Figure 1. Wires at chosen ports, followed through buffers (run 1).
(2 px per micron)
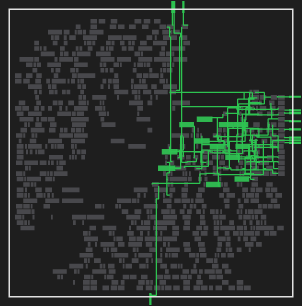
Figure 2. I/O pins on the die edge (run 1).
(2 px per micron) Pins as bars across the die edge, other pins in gray.
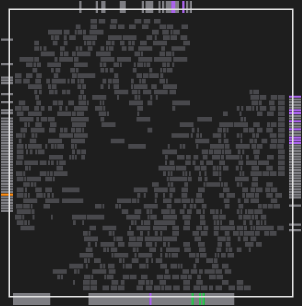
Figure 3. Congestion heat map (run 1).
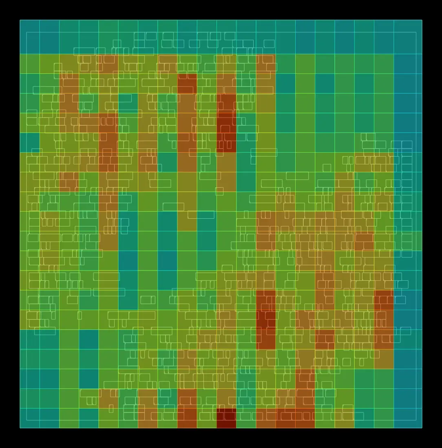
===== config.mk =====
export PLATFORM = sky130hd
export DESIGN_NAME = fetch_pc_sequencer
export DESIGN_NICKNAME = d
export VERILOG_FILES = /design/src/rtl/fetch_pc_sequencer_pkg.sv /design/src/rtl/fetch_pc_sequencer_next_pc_calc.sv /design/src/rtl/fetch_pc_sequencer.sv
export SDC_FILE = /design/constraint.sdc
export NUM_CORES = 1
export LEC_CHECK = 0
export CAP_MARGIN = 20
export CORE_AREA = 2 2 139 141
export DETAILED_ROUTE_END_ITERATION = 10
export DIE_AREA = 0 0 141 143
export PLACE_DENSITY = 0.56
export SETUP_SLACK_MARGIN = 0.05
export SYNTH_ARGS = -nofsm -noshare
export SYNTH_HDL_FRONTEND = slang
export SYNTH_HIERARCHICAL = 1
export SYNTH_SLANG_ARGS = --single-unit
export TNS_END_PERCENT = 50

===== constraint.sdc =====
create_clock -name clock_i -period 3.1 [get_ports clock_i]
set_input_delay 0.465 -clock clock_i [delete_from_list [all_inputs] [get_ports clock_i]]
set_output_delay 0.465 -clock clock_i [all_outputs]
set_load 0.02 [all_outputs]

===== src/rtl/fetch_pc_sequencer_pkg.sv =====
// Shared encodings for the fetch sequencer: next-PC selector values and FSM states.
// Decode logic producing pc_selector uses these same encodings.
package fetch_pc_sequencer_pkg;

    typedef enum logic [2:0] {
        PcSelJump   = 3'b000,
        PcSelBex    = 3'b001,
        PcSelSeq    = 3'b010,
        PcSelBranch = 3'b011,
        PcSelJr     = 3'b101
    } pc_sel_e;

    typedef enum logic [1:0] {
        StIdle  = 2'b00,
        StFetch = 2'b01,
        StExec  = 2'b10
    } state_e;

endpackage


===== src/rtl/fetch_pc_sequencer_next_pc_calc.sv =====
// Combinational next-PC resolution from the current instruction, selector, ALU flags and registers.
// All arithmetic wraps modulo 2^PC_W.
module fetch_pc_sequencer_next_pc_calc
    import fetch_pc_sequencer_pkg::*;
#(
    parameter int unsigned PC_W   = 12,
    parameter int unsigned DATA_W = 32
) (
    input  logic [PC_W-1:0]   pc_i,
    input  logic [DATA_W-1:0] insn_i,
    input  logic [2:0]        pc_sel_i,
    input  logic              ilt_neq_i,
    input  logic              is_not_equal_i,
    input  logic              is_less_than_i,
    input  logic [DATA_W-1:0] rd_value_i,
    input  logic [DATA_W-1:0] rstatus_value_i,
    output logic [PC_W-1:0]   next_pc_o
);

    logic [26:0]     target_full;
    logic [31:0]     offset_full;
    logic [PC_W-1:0] target;
    logic [PC_W-1:0] offset;
    logic [PC_W-1:0] pc_plus1;
    logic            take;

    // Upper instruction/register bits play no part in PC resolution.
    logic unused_bits;
    assign unused_bits = ^{insn_i[DATA_W-1:27], rd_value_i[DATA_W-1:PC_W]};

    assign target_full = insn_i[26:0];
    assign offset_full = {{15{insn_i[16]}}, insn_i[16:0]};
    assign target      = target_full[PC_W-1:0];
    assign offset      = offset_full[PC_W-1:0];
    assign pc_plus1    = pc_i + PC_W'(1);
    assign take        = ilt_neq_i ? is_not_equal_i : is_less_than_i;

    // Select the next PC; undefined selector codes fall through to sequential.
    always_comb begin
        next_pc_o = pc_plus1;
        case (pc_sel_i)
            PcSelJump:   next_pc_o = target;
            PcSelBex:    next_pc_o = (rstatus_value_i != '0) ? target : pc_plus1;
            PcSelSeq:    next_pc_o = pc_plus1;
            PcSelBranch: next_pc_o = take ? (pc_plus1 + offset) : pc_plus1;
            PcSelJr:     next_pc_o = rd_value_i[PC_W-1:0];
            default:     next_pc_o = pc_plus1;
        endcase
    end

endmodule


===== src/rtl/fetch_pc_sequencer.sv =====
// Program counter owner and instruction-fetch handshake. Fetches from a variable-latency imem,
// holds the instruction for decode/execute until exec_done, then advances the PC.
module fetch_pc_sequencer
    import fetch_pc_sequencer_pkg::*;
#(
    parameter int unsigned PC_W   = 12,
    parameter int unsigned DATA_W = 32
) (
    input  logic              clock_i,
    input  logic              reset_i,
    output logic              imem_req_o,
    output logic [PC_W-1:0]   imem_addr_o,
    input  logic [DATA_W-1:0] imem_rdata_i,
    input  logic              imem_ready_i,
    output logic [DATA_W-1:0] insn_o,
    output logic              insn_valid_o,
    input  logic              exec_done_i,
    input  logic [2:0]        pc_selector_i,
    input  logic              pc_ctrl_ilt_neq_i,
    input  logic              alu_is_not_equal_i,
    input  logic              alu_is_less_than_i,
    input  logic [DATA_W-1:0] rd_value_i,
    input  logic [DATA_W-1:0] rstatus_value_i,
    output logic [PC_W-1:0]   pc_o,
    output logic [PC_W-1:0]   pc_plus1_o,
    output logic [31:0]       insn_count_o
);

    state_e            state_q, state_d;
    logic [PC_W-1:0]   pc_q, pc_d;
    logic [DATA_W-1:0] insn_q, insn_d;
    logic [31:0]       insn_count_q, insn_count_d;
    logic [PC_W-1:0]   next_pc;

    fetch_pc_sequencer_next_pc_calc #(
        .PC_W   (PC_W),
        .DATA_W (DATA_W)
    ) u_next_pc_calc (
        .pc_i            (pc_q),
        .insn_i          (insn_q),
        .pc_sel_i        (pc_selector_i),
        .ilt_neq_i       (pc_ctrl_ilt_neq_i),
        .is_not_equal_i  (alu_is_not_equal_i),
        .is_less_than_i  (alu_is_less_than_i),
        .rd_value_i      (rd_value_i),
        .rstatus_value_i (rstatus_value_i),
        .next_pc_o       (next_pc)
    );

    // State register.
    always_ff @(posedge clock_i) begin
        if (reset_i) begin
            state_q <= StIdle;
        end else begin
            state_q <= state_d;
        end
    end

    // Next-state: idle always moves to fetch; fetch waits for imem; exec waits for the core.
    always_comb begin
        state_d = state_q;
        unique case (state_q)
            StIdle:  state_d = StFetch;
            StFetch: if (imem_ready_i) state_d = StExec;
            StExec:  if (exec_done_i) state_d = StFetch;
            default: state_d = StIdle;
        endcase
    end

    // FSM outputs.
    always_comb begin
        imem_req_o   = (state_q == StFetch);
        insn_valid_o = (state_q == StExec);
    end

    // Datapath next-state: capture insn on fetch completion, advance PC and count on retire.
    always_comb begin
        pc_d         = pc_q;
        insn_d       = insn_q;
        insn_count_d = insn_count_q;
        if (state_q == StFetch && imem_ready_i) begin
            insn_d = imem_rdata_i;
        end
        if (state_q == StExec && exec_done_i) begin
            pc_d         = next_pc;
            insn_count_d = insn_count_q + 32'd1;
        end
    end

    // Datapath registers.
    always_ff @(posedge clock_i) begin
        if (reset_i) begin
            pc_q         <= '0;
            insn_q       <= '0;
            insn_count_q <= '0;
        end else begin
            pc_q         <= pc_d;
            insn_q       <= insn_d;
            insn_count_q <= insn_count_d;
        end
    end

    assign imem_addr_o  = pc_q;
    assign insn_o       = insn_q;
    assign pc_o         = pc_q;
    assign pc_plus1_o   = pc_q + PC_W'(1);
    assign insn_count_o = insn_count_q;

endmodule


==> changes_impl.md, run 1 <==
### Changed

* Biggest consumer: the clock network
* Max stage delay cell, worst path: dfxtp_4
* Yosys adder share at 4.55%
* Most numerous logic cells after layout: 186 x clkdlybuf4s50_1, 115 x nand2_1, 75 x dfxtp_1
* Inverter count at 9
* # IOs at approximately 210
* Most numerous cell in the Yosys netlist: nand2_1
* Cells after DPL at between 900 and 1000
* Most common logic cell in the routed design: clkdlybuf4s50_1
* Area of the core at about 19000 sq um
* Area grow syn2layout at 56.7%
* Vias in the first global route at between 4000 and 5000
* Grt peak-use layer: met2
* Final period util at 93.1%
* Number of distinct library cells after synthesis at 55
* Slew margin rel. at a little over two fifths
* DRT Pass-1 Iters at 5
* Final WL at ~15000 microns
* Final Setup Violations at 0
* Most used cell, CP: ha_4
* Multi-input combinational area share at between 30 and 40%
* Run status: completed
* Final Max Slew Viols at 0
* Avg Synthesized Cell Area at ~7.8 sq um
* Max IR drop VDD at roughly 230 uV
* Die Width at 141 microns
* Critical Path Start: imem_addr_o[0]
* Sw Share at 23.8%
* Fmax at roughly 350 MHz
* DRC viols at 0
* Top Family by Delay on Critical Path: simple AND/OR/NAND/NOR gates
* Initial antenna violation count at 0
* DR vias/cell at ~4.8
* CTS tree: done
* Met2 usage at between 20 and 25%
* Row Count at around 50
* WHS at around 0.45 ns
* # Taps at 234
* Sw Pwr at around 0.0006 W
* Clk pwr at 0.00116 W
* M1 WL at 7110 microns
* Fraction of area in registers at 21.9%
* Largest family of logic cells by area: simple AND/OR/NAND/NOR gates
* Wire length on met3 at roughly 900 microns
* P_seq at 0.00105 W
* WS Path Type: reg2reg
* Compound-Gate Fraction of Synth Area at around 17%
* Setup Fix Bufs, Post-CTS at 0
* Register area at around 1600 sq um
* Crit Path Max Fanout at 6
* Comb area at between 2000 and 3000 sq um
* Met3 GRT Util at roughly 3.8%
* Crit path time final at 2.89 ns
* XORs/XNORs by Area at between 7 and 8%
* Non-clock buffer share at between 20% and 30%
* Worst Path Required at roughly 3.3 ns
* Top class by area: logic gates
* Worst path cell trace: ha_4 > nand2_2 > nor2_4 > nand3_2 > xor2_2 > inv_2 > ha_4 > and4_4 > o211ai_1 > nor3_2 > buf_4 > nor4_4 > o21ai_1 > or3b_1 > nand2_1 > a21oi_1
* CTS Sinks at approximately 78
* CTS Buffer Depth at 2
* Reg2Reg Depth at 16
* Hold_buf cts at 0
* Part of the power in combinational logic at between 10% and 20%
* Clock transition at path regs at around 0.06 ns
* Share of cells above drive strength 1 at 9.73%
* Yosys stat cell total at just under 600
* Setup TNS at 0 ns
* Seq/Total Area, Yosys at about a third
* Final Hold Fails at 0
Notes on Figure 1 above:
green -> pc_o  # bits 12, direction output, edge 8 right, 3 top, 1 bottom, end cells 12, buffers 22, wire 1370 microns

Notes on Figure 2 above:
purple -> pc_o  # pins 12, direction output, edge 8 right, 3 top, 1 bottom
orange -> imem_ready_i  # pins 1, direction input, edge left
green -> pc_selector_i  # pins 3, direction input, edge bottom
all pins by edge = 99 bottom, 44 left, 41 right, 24 top

Notes on Figure 3 above:
GR Layer Usage met1: 20.1%
post-DR wirelength/cell: 15.1 microns

## Run 2: what changed since run 1
- PLACE_DENSITY: 0.56 -> 0.54
- clock period: 3.1 -> 3.5 ns (I/O delays scaled with it)
Figure 4. Wiring by layer (run 2).
(2 px per micron)
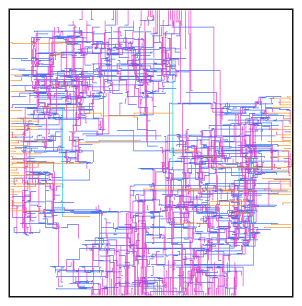
magenta -> M2  # wire length 7170 microns
cyan -> M4  # wire length 266 microns
blue -> M1  # wire length 7020 microns
orange -> M3  # wire length 935 microns

Figure 5. I/O pins on the die edge (run 2).
(2 px per micron) Pins as bars across the die edge, other pins in gray.
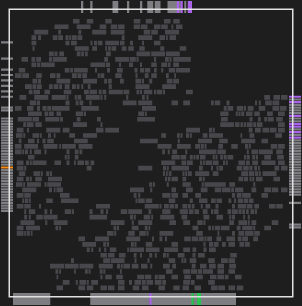
orange -> imem_ready_i  # pins 1, direction input, edge left
green -> pc_selector_i  # pins 3, direction input, edge bottom
purple -> pc_o  # pins 12, direction output, edge 7 right, 4 top, 1 bottom

Figure 6. Wires at chosen ports, followed through buffers (run 2).
(2 px per micron)
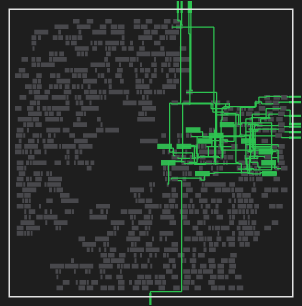
green -> pc_o  # bits 12, direction output, edge 7 right, 4 top, 1 bottom, end cells 12, buffers 20, wire 1400 microns

==> changes_impl.md, run 2 <==
### Changed

* Setup TNS at 0 ns (unchanged)
* GR Layer Usage met1 at 20.3% (was 20.1%)
* Crit path time final at 3.16 ns (was 2.89 ns)
* Biggest consumer: the clock network (unchanged)
* Worst path cell trace: ha_1 > nand2_1 > nor2_1 > nand3_1 > xor2_1 > inv_1 > ha_1 > a21oi_1 > o21ai_1 > o21ba_1 > o31a_1 > o21ai_0 > or3b_1 > nand2_1 > a21oi_1 (was ha_4 > nand2_2 > nor2_4 > nand3_2 > xor2_2 > inv_2 > ha_4 > and4_4 > o211ai_1 > nor3_2 > buf_4 > nor4_4 > o21ai_1 > or3b_1 > nand2_1 > a21oi_1)
* Most common logic cell in the routed design: clkdlybuf4s50_1 (unchanged)
* Area grow syn2layout at 51.6% (was 56.7%)
* Met2 usage at 25.3% (was 24.3%)
* Max stage delay cell, worst path: or3b_1 (was dfxtp_4)
* Vias in the first global route at 4614 (was 4576)
* Fmax at 316 MHz (was 347 MHz)
* Multi-input combinational area share at 39.7% (was 39.6%)
* Part of the power in combinational logic at 13.6% (was 13.5%)
* DR vias/cell at 4.86 (was 4.78)
* Top class by area: logic gates (unchanged)
* M1 WL at 7020 microns (was 7110 microns)
* Met3 GRT Util at 3.62% (was 3.79%)
* # Taps at 234 (unchanged)
* XORs/XNORs by Area at 7.48% (unchanged)
* Final Hold Fails at 0 (unchanged)
* Sw Pwr at 0.000548 W (was 0.000607 W)
* Die Width at 141 microns (unchanged)
* Critical Path Start: imem_addr_o[0] (unchanged)
* Final WL at 15400 microns (was 15200 microns)
* Grt peak-use layer: met2 (unchanged)
* Final Setup Violations at 0 (unchanged)
* Initial antenna violation count at 0 (unchanged)
* Avg Synthesized Cell Area at 7.82 sq um (unchanged)
* Final period util at 90.3% (was 93.1%)
* Row Count at 50 (unchanged)
* Max IR drop VDD at 254 uV (was 229 uV)
* Compound-Gate Fraction of Synth Area at 17.3% (unchanged)
* Hold_buf cts at 0 (unchanged)
* Number of distinct library cells after synthesis at 55 (unchanged)
* Largest family of logic cells by area: simple AND/OR/NAND/NOR gates (unchanged)
* Sw Share at 25.0% (was 23.8%)
* Reg2Reg Depth at 15 (was 16)
* Slew margin rel. at 44.0% (was 42.9%)
* Yosys adder share at 4.55% (unchanged)
* Fraction of area in registers at 22.6% (was 21.9%)
* Clock transition at path regs at 0.06 ns (about the same)
* Seq/Total Area, Yosys at 34.2% (unchanged)
* WHS at 0.453 ns (was 0.451 ns)
* Inverter count at 9 (unchanged)
* Setup Fix Bufs, Post-CTS at 0 (unchanged)
* Run status: completed (unchanged)
* Wire length on met3 at 935 microns (was 897 microns)
* DRT Pass-1 Iters at 5 (unchanged)
* Area of the core at 18600 sq um (unchanged)
* Yosys stat cell total at 584 (unchanged)
* Cells after DPL at 975 (was 984)
* Post-DR wirelength/cell at 15.5 microns (was 15.1 microns)
* Non-clock buffer share at 28.7% (was 29.4%)
* P_seq at 0.000929 W (was 0.00105 W)
* # IOs at 208 (unchanged)
* Worst Path Required at 3.72 ns (was 3.32 ns)
* Clk pwr at 0.000965 W (was 0.00116 W)
* Most numerous logic cells after layout: 186 x clkdlybuf4s50_1, 116 x nand2_1, 78 x dfxtp_1 (was 186 x clkdlybuf4s50_1, 115 x nand2_1, 75 x dfxtp_1)
* Register area at 1560 sq um (was 1570 sq um)
## Run 3: what changed since run 2
- CTS_BUF_LIST: not set -> sky130_fd_sc_hd__clkbuf_16
Figure 7. Wires at chosen ports, followed through buffers (run 3).
(2 px per micron)
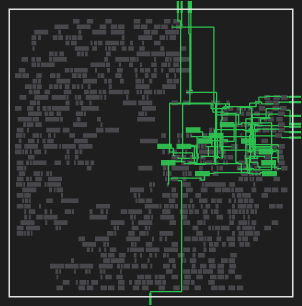
green -> pc_o  # bits 12, direction output, edge 7 right, 4 top, 1 bottom, end cells 12, buffers 20, wire 1400 microns

Figure 8. Wiring by layer (run 3).
(2 px per micron)
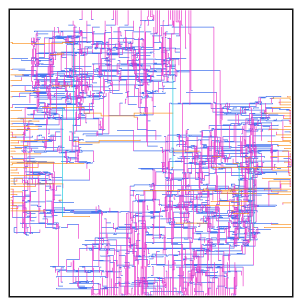
magenta -> M2  # wire length 7190 microns
blue -> M1  # wire length 7010 microns
orange -> M3  # wire length 946 microns
cyan -> M4  # wire length 266 microns

Figure 9. Sequential cells colored by netlist name (run 3).
(2 px per micron) Other sequential cells in the stronger gray, the rest of the logic in the fainter gray.
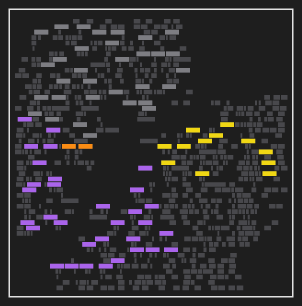
yellow -> imem_addr_o  # placed flops 12
orange -> state_q  # placed flops 2
purple -> insn_o  # placed flops 32
not colored = 32

==> changes_impl.md, run 3 <==
### Changed

* Worst Path Required at 3.72 ns (about the same)
* Cells after DPL at 975 (unchanged)
* Number of distinct library cells after synthesis at 55 (unchanged)
* Met2 usage at 25.3% (unchanged)
* Post-DR wirelength/cell at 15.5 microns (about the same)
* Most numerous logic cells after layout: 186 x clkdlybuf4s50_1, 116 x nand2_1, 78 x dfxtp_1 (unchanged)
* Slew margin rel. at 43.8% (was 44.0%)
* DRC viols at 0 (unchanged)
* Sw Share at 25.3% (was 25.0%)
* Run status: completed (unchanged)
* Final period util at 90.4% (was 90.3%)
* DRT Pass-1 Iters at 5 (unchanged)
* Largest family of logic cells by area: simple AND/OR/NAND/NOR gates (unchanged)
* Final Setup Violations at 0 (unchanged)
* Clock transition at path regs at 0.06 ns (about the same)
* Final Hold Fails at 0 (unchanged)
* Hold_buf cts at 0 (unchanged)
* Final Max Slew Viols at 0 (unchanged)
* Area of the core at 18600 sq um (unchanged)
* Most numerous cell in the Yosys netlist: nand2_1 (unchanged)
* CTS Buffer Depth at 2 (unchanged)
* Avg Synthesized Cell Area at 7.82 sq um (unchanged)
* Final WL at 15400 microns (about the same)
* WS Path Type: reg2reg (unchanged)
* Biggest consumer: the clock network (unchanged)
* Most common logic cell in the routed design: clkdlybuf4s50_1 (unchanged)
* Grt peak-use layer: met2 (unchanged)
* Crit Path Max Fanout at 6 (unchanged)
* CTS tree: done (unchanged)
* Non-clock buffer share at 28.7% (about the same)
* Row Count at 50 (unchanged)
* Share of cells above drive strength 1 at 5.81% (was 5.94%)
* GR Layer Usage met1 at 20.3% (unchanged)
* Critical Path Start: imem_addr_o[0] (unchanged)
* Top Family by Delay on Critical Path: AND-OR/OR-AND gates (unchanged)
* Initial antenna violation count at 0 (unchanged)
* Max IR drop VDD at 254 uV (about the same)
Power is estimated from default activity; no workload was simulated.
